--- src/rtl/conv2d_pkg.sv ---
// Shared types, default geometry and output-map size helpers for the stride-2 convolution path.
package conv2d_pkg;

    localparam int DEF_BIT_WIDTH    = 16;
    localparam int DEF_FILT_DIM     = 3;
    localparam int DEF_INPUT_WIDTH  = 9;
    localparam int DEF_INPUT_HEIGHT = 9;

    typedef logic signed [DEF_BIT_WIDTH-1:0] pixel_t;

    localparam int ROW_W = $clog2(DEF_INPUT_HEIGHT);
    localparam int COL_W = $clog2(DEF_INPUT_WIDTH);

    // Output windows along one image row for a stride-2 walk.
    function automatic int out_per_row(input int width, input int filt);
        return (width - filt) / 2 + 1;
    endfunction

    // Output windows along one image column for a stride-2 walk.
    function automatic int out_per_col(input int height, input int filt);
        return (height - filt) / 2 + 1;
    endfunction

endpackage

--- src/rtl/conv2d_line_buffer.sv ---
// Enable-gated shift register that delays one image row (minus the window width) of pixels.
module conv2d_line_buffer
    import conv2d_pkg::*;
#(
    parameter int DEPTH = DEF_INPUT_WIDTH - DEF_FILT_DIM,
    parameter int WIDTH = DEF_BIT_WIDTH
) (
    input  logic             clock,
    input  logic             en_i,
    input  logic [WIDTH-1:0] data_i,
    output logic [WIDTH-1:0] data_o
);

    logic [WIDTH-1:0] sr_q [DEPTH];

    // Shift storage; contents are don't-care until a full row has passed through.
    always_ff @(posedge clock) begin
        if (en_i) begin
            sr_q[0] <= data_i;
            for (int i = 1; i < DEPTH; i++) begin
                sr_q[i] <= sr_q[i-1];
            end
        end
    end

    assign data_o = sr_q[DEPTH-1];

endmodule

--- src/rtl/conv2d_stride2_window.sv ---
// KxK window generator: line buffers plus window registers, emitting a window only at stride-2 positions.
module conv2d_stride2_window
    import conv2d_pkg::*;
#(
    parameter int FILT_DIM     = DEF_FILT_DIM,
    parameter int BIT_WIDTH    = DEF_BIT_WIDTH,
    parameter int INPUT_WIDTH  = DEF_INPUT_WIDTH,
    parameter int INPUT_HEIGHT = DEF_INPUT_HEIGHT
) (
    input  logic                                   clock,
    input  logic                                   reset,
    input  logic                                   in_valid,
    input  logic signed [BIT_WIDTH-1:0]            in_data,
    output logic                                   in_ready,
    input  logic                                   out_ready,
    output logic                                   out_valid,
    output logic [FILT_DIM*FILT_DIM*BIT_WIDTH-1:0] out_window,
    output logic [$clog2(INPUT_HEIGHT)-1:0]        out_row,
    output logic [$clog2(INPUT_WIDTH)-1:0]         out_col,
    output logic                                   frame_done
);

    localparam int ROW_BITS = $clog2(INPUT_HEIGHT);
    localparam int COL_BITS = $clog2(INPUT_WIDTH);
    localparam int WIN_BITS = FILT_DIM * FILT_DIM * BIT_WIDTH;
    localparam logic KM1_LSB = 1'((FILT_DIM - 1) % 2);

    logic                 in_ready_s;
    logic                 accept_s;
    logic [BIT_WIDTH-1:0] win_q [FILT_DIM][FILT_DIM];
    logic [BIT_WIDTH-1:0] win_d [FILT_DIM][FILT_DIM];
    logic [BIT_WIDTH-1:0] lb_out_s [FILT_DIM-1];
    logic [WIN_BITS-1:0]  win_flat_s;
    logic [ROW_BITS-1:0]  row_q, row_d, row_off_s;
    logic [COL_BITS-1:0]  col_q, col_d, col_off_s;
    logic                 last_row_s, last_col_s, win_done_s;
    logic                 out_valid_q, out_valid_d;
    logic [WIN_BITS-1:0]  out_window_q, out_window_d;
    logic [ROW_BITS-1:0]  out_row_q, out_row_d;
    logic [COL_BITS-1:0]  out_col_q, out_col_d;
    logic                 frame_done_q, frame_done_d;

    // A held, unconsumed window stalls the whole pipeline.
    assign in_ready_s = !out_valid_q || out_ready;
    assign accept_s   = in_valid && in_ready_s;

    // Line buffer r feeds window row r from the pixel leaving window row r+1.
    for (genvar r = 0; r < FILT_DIM - 1; r++) begin : g_lb
        conv2d_line_buffer #(
            .DEPTH (INPUT_WIDTH - FILT_DIM),
            .WIDTH (BIT_WIDTH)
        ) u_lb (
            .clock  (clock),
            .en_i   (accept_s),
            .data_i (win_q[r+1][0]),
            .data_o (lb_out_s[r])
        );
    end

    // Window next state: shift left, new column enters at the right.
    always_comb begin
        win_d = win_q;
        if (accept_s) begin
            for (int r = 0; r < FILT_DIM; r++) begin
                for (int c = 0; c < FILT_DIM - 1; c++) begin
                    win_d[r][c] = win_q[r][c+1];
                end
            end
            for (int r = 0; r < FILT_DIM - 1; r++) begin
                win_d[r][FILT_DIM-1] = lb_out_s[r];
            end
            win_d[FILT_DIM-1][FILT_DIM-1] = in_data;
        end else begin
            win_d = win_q;
        end
    end

    // Window data registers, intentionally not reset.
    always_ff @(posedge clock) begin
        win_q <= win_d;
    end

    // Flatten the next-state window so the emitted window includes the completing pixel.
    always_comb begin
        win_flat_s = '0;
        for (int r = 0; r < FILT_DIM; r++) begin
            for (int c = 0; c < FILT_DIM; c++) begin
                win_flat_s[(r*FILT_DIM+c)*BIT_WIDTH +: BIT_WIDTH] = win_d[r][c];
            end
        end
    end

    assign last_row_s = (row_q == ROW_BITS'(INPUT_HEIGHT - 1));
    assign last_col_s = (col_q == COL_BITS'(INPUT_WIDTH - 1));
    assign row_off_s  = row_q - ROW_BITS'(FILT_DIM - 1);
    assign col_off_s  = col_q - COL_BITS'(FILT_DIM - 1);

    // Raster position of the pixel being accepted.
    always_comb begin
        row_d = row_q;
        col_d = col_q;
        if (accept_s) begin
            if (last_col_s) begin
                col_d = '0;
                row_d = last_row_s ? '0 : row_q + ROW_BITS'(1);
            end else begin
                col_d = col_q + COL_BITS'(1);
            end
        end else begin
            row_d = row_q;
            col_d = col_q;
        end
    end

    // Even offset from the first full window <=> LSB matches that of K-1.
    assign win_done_s = accept_s
                     && (row_q >= ROW_BITS'(FILT_DIM - 1))
                     && (col_q >= COL_BITS'(FILT_DIM - 1))
                     && (row_q[0] == KM1_LSB)
                     && (col_q[0] == KM1_LSB);

    // Output holding register: load on completion, clear on a bare handshake.
    always_comb begin
        out_valid_d  = out_valid_q;
        out_window_d = out_window_q;
        out_row_d    = out_row_q;
        out_col_d    = out_col_q;
        frame_done_d = accept_s && last_row_s && last_col_s;
        if (win_done_s) begin
            out_valid_d  = 1'b1;
            out_window_d = win_flat_s;
            out_row_d    = row_off_s >> 1;
            out_col_d    = col_off_s >> 1;
        end else if (out_ready) begin
            out_valid_d = 1'b0;
        end else begin
            out_valid_d = out_valid_q;
        end
    end

    // Control and output state with synchronous reset.
    always_ff @(posedge clock) begin
        if (reset) begin
            row_q        <= '0;
            col_q        <= '0;
            out_valid_q  <= 1'b0;
            out_window_q <= '0;
            out_row_q    <= '0;
            out_col_q    <= '0;
            frame_done_q <= 1'b0;
        end else begin
            row_q        <= row_d;
            col_q        <= col_d;
            out_valid_q  <= out_valid_d;
            out_window_q <= out_window_d;
            out_row_q    <= out_row_d;
            out_col_q    <= out_col_d;
            frame_done_q <= frame_done_d;
        end
    end

    assign in_ready   = in_ready_s;
    assign out_valid  = out_valid_q;
    assign out_window = out_window_q;
    assign out_row    = out_row_q;
    assign out_col    = out_col_q;
    assign frame_done = frame_done_q;

endmodule

--- config.mk ---
export PLATFORM = sky130hd
export DESIGN_NAME = conv2d_stride2_window
export DESIGN_NICKNAME = d
export VERILOG_FILES = /design/src/rtl/conv2d_pkg.sv /design/src/rtl/conv2d_line_buffer.sv /design/src/rtl/conv2d_stride2_window.sv
export SDC_FILE = /design/constraint.sdc
export NUM_CORES = 1
export LEC_CHECK = 0
export CAP_MARGIN = 10
export CORE_MARGIN = 4
export CORE_UTILIZATION = 44
export CTS_CLUSTER_DIAMETER = 80
export CTS_CLUSTER_SIZE = 8
export DETAILED_ROUTE_END_ITERATION = 16
export GPL_TIMING_DRIVEN = 0
export PLACE_DENSITY_LB_ADDON = 0.15
export SYNTH_ARGS = -nofsm -noshare
export SYNTH_HDL_FRONTEND = slang
export SYNTH_SLANG_ARGS = --single-unit
--- constraint.sdc ---
create_clock -name clock -period 9.87 [get_ports clock]
set_clock_uncertainty 0.2 [all_clocks]
set_input_delay 2.4675 -clock clock [delete_from_list [all_inputs] [get_ports clock]]
set_output_delay 2.4675 -clock clock [all_outputs]
set_load 0.02 [all_outputs]
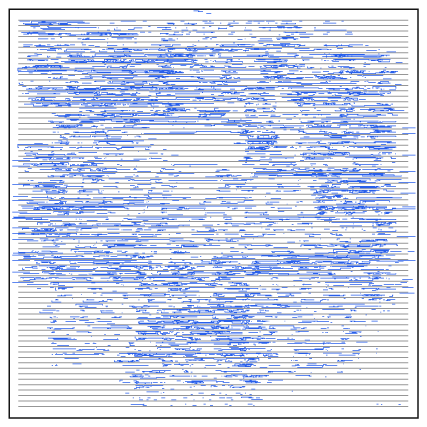
(images/met1.png)
Scale: 2 px per um. Supply wires on this layer in grey.
The layer carries 17000 um of wire. The wires run mostly horizontal. The layer holds 44% of the routed length. The longest straight run is 69.5 um.

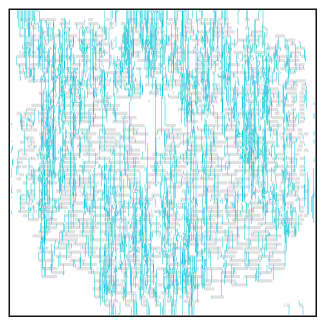
(images/met2.png)
Scale: 1.5 px per um. Cells faint in the background.
The longest straight run is 96.9 um. The wires run mostly vertical.

==> notes.md <==
The synthesis and place-and-route flow finished, so here is a summary.

The maximum buffer depth of the clock tree came out at 3. The number of storage elements in the synthesis netlist is between 400 and 500. The combinational cell fraction of total power came out at 0.034.

The number of antenna violations at the first check in global routing was 0. The largest vdd supply drop came out at 0.000115 V. Looking at area per cell type in the netlist, the leader is dfxtp_1.

The minimum period implied by the final worst setup slack is approximately 6.5 ns. The post-route clock period utilization came out at 0.657. Among all stages on the critical path, the maximum delay recorded is 0.64 ns. The synthesis report gives the async set-or-reset register share as 0.

The count of endpoints failing hold in the final timing report is 0. The routability congestion estimate is 0.834. The first global-routing pass estimated 60700 um of wire. In this run the critical register-to-register path is captured at g_lb[0].u_lb.sr_q[3][14].

The number of buffers inserted for hold repair after clock tree synthesis came out at 0. The initial cell density of the core came out at 0.447. The script computed the net switching share of total power as 0.216. The class of the most critical hold timing path is flop to flop. The number of clock sinks came out at roughly 480. The kind of critical path is primary input to primary output.

The layout summary lists the proportion of cells stronger than drive strength 1 as 0.154. The DRC marker count from the first detailed-route iteration came out at ~540. CTS built an H-tree with a depth of 3. The reg-to-reg startpoint is out_valid. The die height came out at around 200 um. The max-capacitance violation count came out at 0. The finished layout reports a core utilization of 0.564. The number of cells on the worst reg-to-reg path is 10.

The total power consumption of the routed design came out at 4.53 mW. The total clock buffers created by CTS is 69. The worst-case headroom to the max-slew limit came out at 0.418. The final layout contains routed wiring with a total length of just under 40000 um.

The data required time of the worst path came out at just over 7 ns. The cell sitting at the root of the clock tree is a clkbuf_16. In the placement report, post-DP HPWL is listed as 26900 um. Summed over all layers, the global routing overflow is 0.

Among all cell types in the netlist, the one instantiated most often is nand2_1. By count the netlist is led by nand2_1 (393), dfxtp_1 (288), edfxtp_1 (192), a21oi_1 (154), nand3_1 (146). The net switching power of the design came out at a little under 1 mW. The run finished with clean final reports.

The portion of total power attributed to the clock network is 0.465. The number of slew-limit violations in the final report is 0. The count of input and output buffers is 171.
power by group through the flow:
stage | registers, mW | clock network, mW | logic [mW]
6_report | 2.27 | 2.10 | 0.154
3_5_place_dp | 2.31 | 0 | 0.154
5_1_grt | 2.28 | 2.25 | 0.178
3_3_place_gp | 2.31 | 0 | 0.146
4_1_cts | 2.27 | 2.15 | 0.155
2_1_floorplan | 2.28 | 0 | 0.103
how the worst max path moves through the flow:
stage                                    endpoint  slack [ns]
final                                    in_ready        3.39
after global routing                     in_ready        3.34
after CTS                                in_ready        3.39
after detailed placement                 in_ready        3.39
after global placement    g_lb[1].u_lb.sr_q[0][2]       -2.10
after floorplan           g_lb[0].u_lb.sr_q[0][0]        0.58
kinds of logic (layout without fill, tap and decap cells):
logic type,Yosys count,count (layout),synth area share
and+or+nand+nor,553,553,0.137
AOI/OAI and AO/OA,309,309,0.136
DFF,480,480,0.685
xor gates and xnor gates,5,5,0.00260
other,1,2,0.000223
adders and majority gates,10,10,0.00743
buffers and inverters,125,411,0.0317
cell usage in the layout, fill, tap and decap left out, drive strengths merged, types with 2 or more instances in the layout:
cell,Yosys,routed
clkdlybuf4s50,0,171
a21bo,144,144
edfxtp,192,192
dfxtp,288,288
a21oi,154,154
inv,7,11
a211oi,6,6
ha,10,10
xnor2,4,4
nor3,3,3
conb,1,2
buf,53,58
nand3,146,146
nand2,393,393
nand4,2,2
clkbuf,65,170
nor4,4,4
worst max-delay path: cells and delay by family:
family / cells / cell delay, ns
buffers and inverters: 3 / 1.25
AND/OR/NAND/NOR: 1 / 0.09
area by class of cell:
cell class,instances,area [um2],area share
Buffer,118,509,0.0240
Multi-Input combinational cell,879,4780,0.225
Clock inverter,5,51.3,0.00242
Sequential cell,480,11500,0.543
Timing Repair Buffer,176,1810,0.0853
Tap cell,511,639,0.0301
Inverter,7,26.3,0.00124
Clock buffer,105,1880,0.0887
routing by layer:
layer  global-route usage  routed length [um]  vias to the layer above
met5                    0                   0                        -
met4               0.0561                 817                        0
met3               0.0402                2160                       74
met2                0.305               18900                      301
met1                0.247               17000                     5398
li1                     -                   -                     5590
per-stage QoR:
stage	instances	cell area [um2]	hold WS (ns)
6_report	2281	21200	0.209
5_1_grt	2281	21200	0.219
4_1_cts	2281	21200	0.211
3_5_place_dp	2171	19300	0.205
3_3_place_gp	2166	19200	0.200
2_1_floorplan	1484	16800	0.200
flip-flops by register name (all words and copies together) (netlist names):
name / count
g_lb.u_lb.sr_q: 192
out_window: 144
win_q: 128
col_q: 4
row_q: 4
out_col: 3
out_row: 3
frame_done: 1
out_valid: 1
Power figures rest on the tool's default switching activity, not on a simulated workload.
